==> src/rtl/counter_pkg.sv <==
// rtl/counter_pkg.sv - shared state encoding for the countdown timer
package counter_pkg;

    typedef enum logic [1:0] {
        IDLE    = 2'd0,
        RUN     = 2'd1,
        PAUSED  = 2'd2,
        EXPIRED = 2'd3
    } state_t;

endpackage

==> src/rtl/countdown_timer_tick_prescaler.sv <==
// rtl/countdown_timer_tick_prescaler.sv - free-running divider producing one tick per PRESCALE enabled cycles
module tick_prescaler
    import counter_pkg::*;
#(
    parameter int PRESCALE = 16
) (
    input  logic clk,
    input  logic reset,
    input  logic enable,
    input  logic clear,
    output logic tick
);

    // A single-cycle divider still needs a one-bit register to stay legal.
    localparam int CW = (PRESCALE > 1) ? $clog2(PRESCALE) : 1;
    localparam logic [CW-1:0] LAST = CW'(PRESCALE - 1);
    localparam logic [CW-1:0] ONE  = CW'(1);

    logic [CW-1:0] cnt_q;
    logic [CW-1:0] cnt_d;

    // The wrap cycle is the tick; it is only meaningful while enabled.
    assign tick = enable && (cnt_q == LAST);

    // Clear wins over counting; a disabled counter holds its phase.
    always_comb begin
        cnt_d = cnt_q;
        if (clear) begin
            cnt_d = '0;
        end else if (enable) begin
            cnt_d = tick ? '0 : cnt_q + ONE;
        end
    end

    // Phase register.
    always_ff @(posedge clk or posedge reset) begin
        if (reset) begin
            cnt_q <= '0;
        end else begin
            cnt_q <= cnt_d;
        end
    end

endmodule

==> src/rtl/countdown_timer.sv <==
// rtl/countdown_timer.sv - loadable, pausable countdown timer with expiry pulse
module countdown_timer
    import counter_pkg::*;
#(
    parameter int WIDTH    = 4,
    parameter int PRESCALE = 16
) (
    input  logic             clk,
    input  logic             reset,
    input  logic             load,
    input  logic [WIDTH-1:0] load_value,
    input  logic             start,
    input  logic             pause,
    output logic [WIDTH-1:0] count,
    output logic             busy,
    output logic             done
);

    localparam logic [WIDTH-1:0] ONE = WIDTH'(1);

    state_t           state_q;
    state_t           state_d;
    logic [WIDTH-1:0] count_q;
    logic [WIDTH-1:0] count_d;
    logic             done_q;
    logic             done_d;

    logic presc_enable;
    logic presc_clear;
    logic tick;

    // The prescaler only advances on RUN cycles that stay in RUN; a pausing
    // cycle leaves the phase untouched so resume continues mid-period.
    assign presc_enable = (state_q == RUN) && !load && !pause;
    assign presc_clear  = load || ((state_q == IDLE) && start);

    tick_prescaler #(
        .PRESCALE (PRESCALE)
    ) u_prescaler (
        .clk    (clk),
        .reset  (reset),
        .enable (presc_enable),
        .clear  (presc_clear),
        .tick   (tick)
    );

    // Next-state, count and done decode; load overrides every state.
    always_comb begin
        state_d = state_q;
        count_d = count_q;
        done_d  = 1'b0;
        if (load) begin
            state_d = IDLE;
            count_d = load_value;
        end else begin
            case (state_q)
                IDLE: begin
                    if (start) begin
                        if (count_q == '0) begin
                            state_d = EXPIRED;
                            done_d  = 1'b1;
                        end else begin
                            state_d = RUN;
                        end
                    end
                end
                RUN: begin
                    if (pause) begin
                        state_d = PAUSED;
                    end else if (tick && (count_q != '0)) begin
                        count_d = count_q - ONE;
                        if (count_q == ONE) begin
                            state_d = EXPIRED;
                            done_d  = 1'b1;
                        end
                    end
                end
                PAUSED: begin
                    if (start) begin
                        state_d = RUN;
                    end
                end
                EXPIRED: begin
                    count_d = '0;
                end
                default: begin
                    state_d = IDLE;
                end
            endcase
        end
    end

    // FSM, count and done registers.
    always_ff @(posedge clk or posedge reset) begin
        if (reset) begin
            state_q <= IDLE;
            count_q <= '0;
            done_q  <= 1'b0;
        end else begin
            state_q <= state_d;
            count_q <= count_d;
            done_q  <= done_d;
        end
    end

    assign count = count_q;
    assign done  = done_q;
    assign busy  = (state_q == RUN) || (state_q == PAUSED);

endmodule

==> config.mk <==
export PLATFORM = sky130hd
export DESIGN_NAME = countdown_timer
export DESIGN_NICKNAME = d
export VERILOG_FILES = /design/src/rtl/counter_pkg.sv /design/src/rtl/countdown_timer_tick_prescaler.sv /design/src/rtl/countdown_timer.sv
export SDC_FILE = /design/constraint.sdc
export NUM_CORES = 1
export LEC_CHECK = 0
export ABC_CLOCK_PERIOD_IN_PS = 2280
export CAP_MARGIN = 10
export CELL_PAD_IN_SITES_DETAIL_PLACEMENT = 0
export CELL_PAD_IN_SITES_GLOBAL_PLACEMENT = 1
export CORE_MARGIN = 5
export CORE_UTILIZATION = 35
export DETAILED_ROUTE_END_ITERATION = 6
export GPL_TIMING_DRIVEN = 0
export PLACE_DENSITY_LB_ADDON = 0.12
export SLEW_MARGIN = 5
export SYNTH_ARGS = -nofsm -noshare
export SYNTH_HDL_FRONTEND = slang
export SYNTH_SLANG_ARGS = --single-unit
==> constraint.sdc <==
create_clock -name clk -period 2.28 [get_ports clk]
set_clock_uncertainty 0.1 [all_clocks]
set_input_delay 0.456 -clock clk [delete_from_list [all_inputs] [get_ports clk]]
set_output_delay 0.456 -clock clk [all_outputs]
set_load 0.005 [all_outputs]
==> results.yml, run 1 <==
# physical design summary
timing:
  finalClockPeriodUsage_pct: 96.1
  slew_headroom_pct: 71.0
  fmax_ghz: 0.456
  whs_ps: 385
placed_design:
  place.gp.congestion: 0.717
  place_area_um2: 923
final_layout:
  comb_area_share_pct: 47.7
  syn_to_final_growth_pct: 25.0
  largestClassByArea: "logic gates"
  mi_logic_area_um2: 453
  register_area_um2: 275
  nFillCells: 203
  finalNonFillerCells: 123
power:
  power_mw: 0.898
  power_switching_mw: 0.344
  leakage_nw: 0.405
  powerComb_mw: 0.458
  power-top-group: "combinational logic"
  seq_cell_power_mw: 0.302
clock_network:
  cts_buffers: 3
  cts_resized: 0
yosys:
  synth_cells: 79
  xor_share_pct: 2.31
  yosys_area_um2: 759
  ys_warn_count: 0
  synth_top_flop_cell: "dfrtp_1"
  ys_sh_simple_pct: 22.2
  fp_nets: 95
  avgSynthCellArea_um2: 9.61
grt:
  grt_max_degree: 12
  antenna_found_initial: 0
  met3_usage_pct: 4.82
  grt_pass1_wl_um: 2970
critical_path:
  cp-start-kind: "flip-flop"
  path_class: "flip-flop to primary output"
  path_cells: "inv_1, ha_1, clkdlybuf4s50_1"
  critical-path-max-stage-delay_ps: 520
  critPathSlowestCell: "clkdlybuf4s50_1"
  rrSetupSlack_ps: 230
  ff2ff_path_depth: 6
route:
  dr_wl_met2_um: 730
  routed-wl-met3_um: 98
  first_iter_violations: 13
  drt-met1-wl_um: 838
status:
  status: "finished, final reports clean"
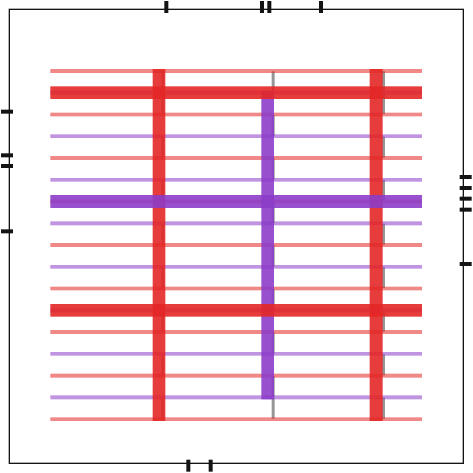
Run 1: floorplan with the power grid
Drawn at 8 px/um. Pins as bars on the die edge. Tap cells in gray.
| color | net |
|---|---|
| purple | VDD |
| red | VSS |
met1 rails: 17
tap cells: 27
maximum VDD drop: 0.000608 V
Core Area: 0.00202 mm^2
die width: 56.6 um

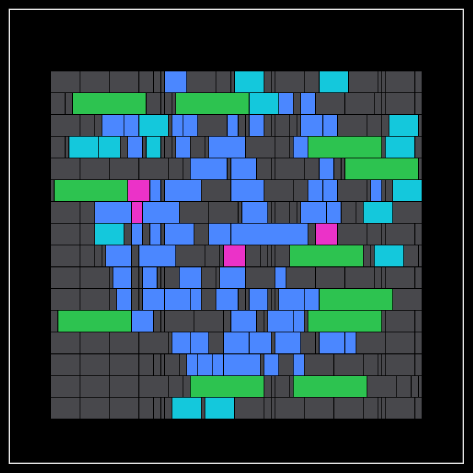
Run 1: cells colored by class
Drawn at 8 px/um. Fill, decap, tap and diode cells in gray.
| color | class | cells | share of their area |
|---|---|---|---|
| magenta | clock drivers and dummy loads | 4 | 2.9% |
| cyan | other buffers and delay cells | 15 | 16% |
| green | flip-flops | 11 | 30% |
| blue | all other logic | 66 | 52% |
FP Rows: 16
post-route core utilization: 47.0%
post-route design area: 950 um^2
Seq/total area: 29.0%

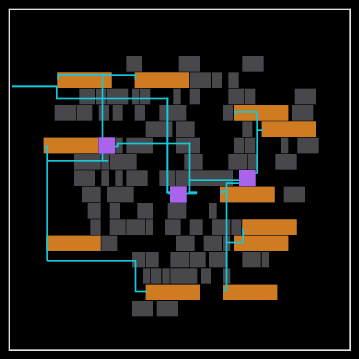
Run 1: routed clock nets over the placement
Drawn at 6 px/um.
[purple] cells driving clock nets | count: 3
[cyan] clock wires | length: 208 um
[orange] flip-flops | count: 11
routed clock nets: 4
Clk power: 0.138 mW
Clock Power Share: 15.4%
Clock Latency Late Sink: 280 ps

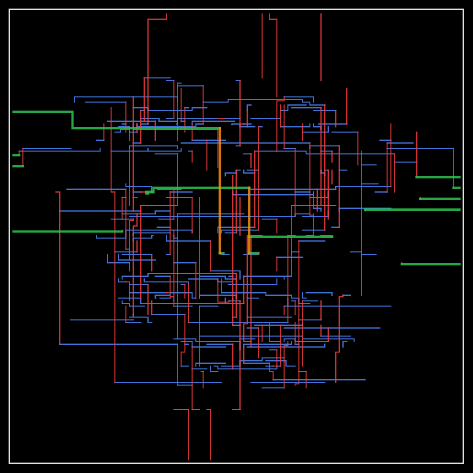
Run 1: wiring by layer
Drawn at 8 px/um.
| color | layer | wire length |
|---|---|---|
| red | met2 | 730 um |
| blue | met1 | 838 um |
| orange | met4 | 23.8 um |
| green | met3 | 98.7 um |
wire length per cell: 13.7 um
Tot GR Track Use: 12.0%
DR vias: 633
Total Wirelength: 1690 um

==> inputs of run 2 (changes only) <==
- CAP_MARGIN: 10 -> 20
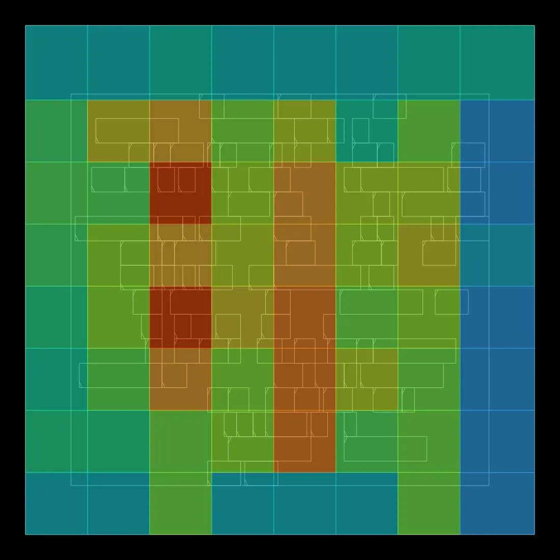
Run 2: congestion heat map
GRT Max-Usage Layer: met2
grt met1 use: 16.1%
met3 Use GR: 4.82%
grt met2 use: 17.3%

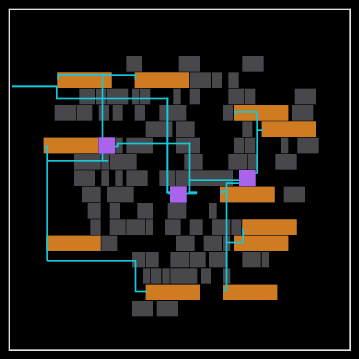
Run 2: routed clock nets over the placement
Drawn at 6 px/um.
[cyan] clock wires | length: 208 um
[purple] cells driving clock nets | count: 3
[orange] flip-flops | count: 11
routed clock nets: 4

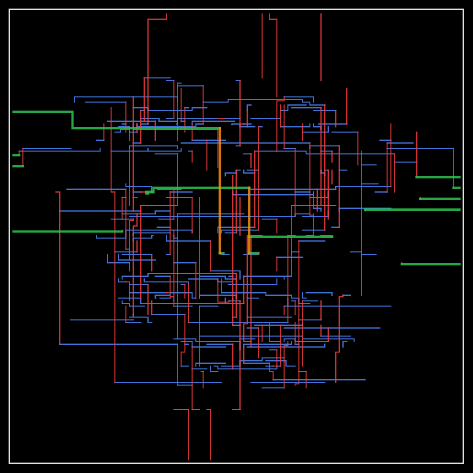
Run 2: wiring by layer
Drawn at 8 px/um.
| color | layer | wire length |
|---|---|---|
| blue | met1 | 838 um |
| red | met2 | 730 um |
| green | met3 | 98.7 um |
| orange | met4 | 23.8 um |

==> run 2 against run 1 <==
Effect of this change: maximum frequency stayed put; sequential power hardly changed; combinational power hardly changed; power stayed put; clock power hardly changed; core utilization stayed put; global-route usage stayed put; via count stayed put; worst hold slack stayed put; sequential share of layout area stayed put; synthesized cell count stayed put; largest power group unchanged.
==> results.yml, run 2 <==
# physical design summary
grt:
  grt_usage_pct: 12.0
  grt_max_degree: 12
  grt_pass1_wl_um: 2970
final_layout:
  largestClassByArea: "logic gates"
  finalNonFillerCells: 123
  register_area_um2: 275
  seq_area_share_pct: 29.0
  final_core_util_pct: 47.0
  nFillCells: 203
status:
  status: "finished, final reports clean"
critical_path:
  path_cells: "inv_1, ha_1, clkdlybuf4s50_1"
  ff2ff_path_depth: 6
  rrSetupSlack_ps: 230
  critical-path-max-stage-delay_ps: 520
power:
  power_mw: 0.898
  power_switching_mw: 0.344
  ir_drop_v: 0.000608
  power-top-group: "combinational logic"
  p_clk_mw: 0.138
  powerComb_mw: 0.458
  pwr-share-clk_pct: 15.4
  seq_cell_power_mw: 0.302
  leakage_nw: 0.405
placed_design:
  place_area_um2: 923
  place.gp.congestion: 0.717
route:
  wirelength_um: 1690
  drt-met1-wl_um: 838
  routed-via-count: 633
  routed-wl-met3_um: 98
  dr_wl_met2_um: 730
clock_network:
  cts_buffers: 3
yosys:
  synth_cells: 79
  ys_sh_simple_pct: 22.2
  ys_warn_count: 0
  synth_top_flop_cell: "dfrtp_1"
  xor_share_pct: 2.31
  avgSynthCellArea_um2: 9.61
timing:
  fmax_ghz: 0.456
  whs_ps: 385
  slew_headroom_pct: 71.0
floorplan:
  rows: 16
  dieWidth_um: 56.6
  coreArea_mm2: 0.00202
==> inputs of run 3 (changes only) <==
- ABC_AREA: unset -> 1
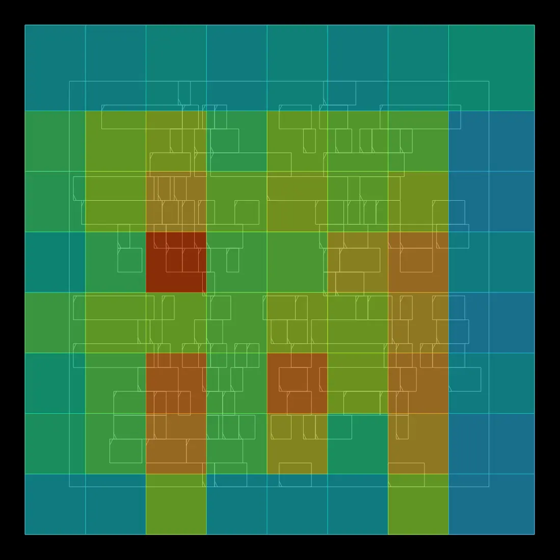
Run 3: congestion heat map
Tot GR Track Use: 10.2%
wire length per cell: 10.9 um
met3 Use GR: 4.45%
grt met2 use: 18.9%

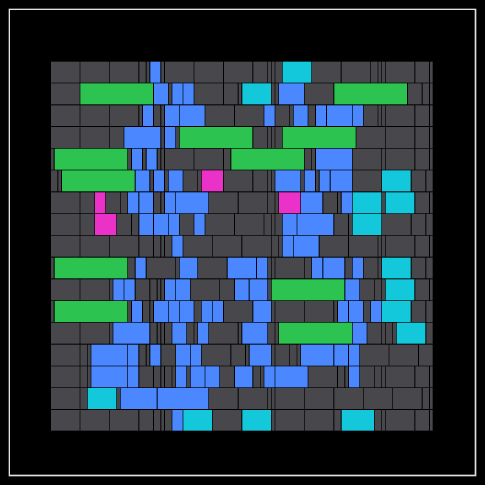
Run 3: cells colored by class
Drawn at 8 px/um. Fill, decap, tap and diode cells in gray.
| color | class | cells | share of their area |
|---|---|---|---|
| cyan | other buffers and delay cells | 14 | 15% |
| blue | all other logic | 90 | 54% |
| magenta | clock drivers and dummy loads | 4 | 2.7% |
| green | flip-flops | 11 | 28% |
post-route design area: 0.00100 mm^2
Core Area: 0.00221 mm^2
FP Rows: 17

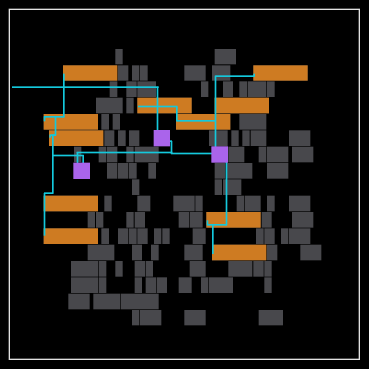
Run 3: routed clock nets over the placement
Drawn at 6 px/um.
[purple] cells driving clock nets | count: 3
[orange] flip-flops | count: 11
[cyan] clock wires | length: 157 um
routed clock nets: 4
Clock Latency Late Sink: 260 ps
Clk power: 0.129 mW

==> run 3 against run 2 <==
Effect of this change: combinational power up 19%; worst hold slack worse by 70 ps; clock-buffer cell count is the same; setup slack better by 110 ps; critical path depth stayed put; area after synthesis increased by 6.6%; non-clock buffer count down 1; final area is 5.4% higher; first-iteration DRC count down 15%; core utilization is 1.7 points lower.
==> results.yml, run 3 <==
# physical design summary
timing:
  slew_headroom_pct: 71.4
critical_path:
  ff2ff_path_depth: 9
  critical-path-max-stage-delay_ps: 500
status:
  status: "finished, final reports clean"
final_layout:
  register_area_um2: 275
  finalNonFillerCells: 147
clock_network:
  cts_buffers: 3
power:
  power-top-group: "combinational logic"
  powerComb_mw: 0.544
  ir_drop_v: 0.000416
  pwr-share-clk_pct: 13.1
  seq_cell_power_mw: 0.318
  leakage_nw: 0.464
yosys:
  xor_share_pct: 2.16
  synth_cells: 102
  avgSynthCellArea_um2: 7.94
grt:
  grt_pass1_wl_um: 2670
route:
  routed-wl-met3_um: 93
  routed-via-count: 693
placed_design:
  place_area_um2: 975
  place.gp.congestion: 0.770
Power figures rest on the tool's default switching activity, not on a simulated workload.
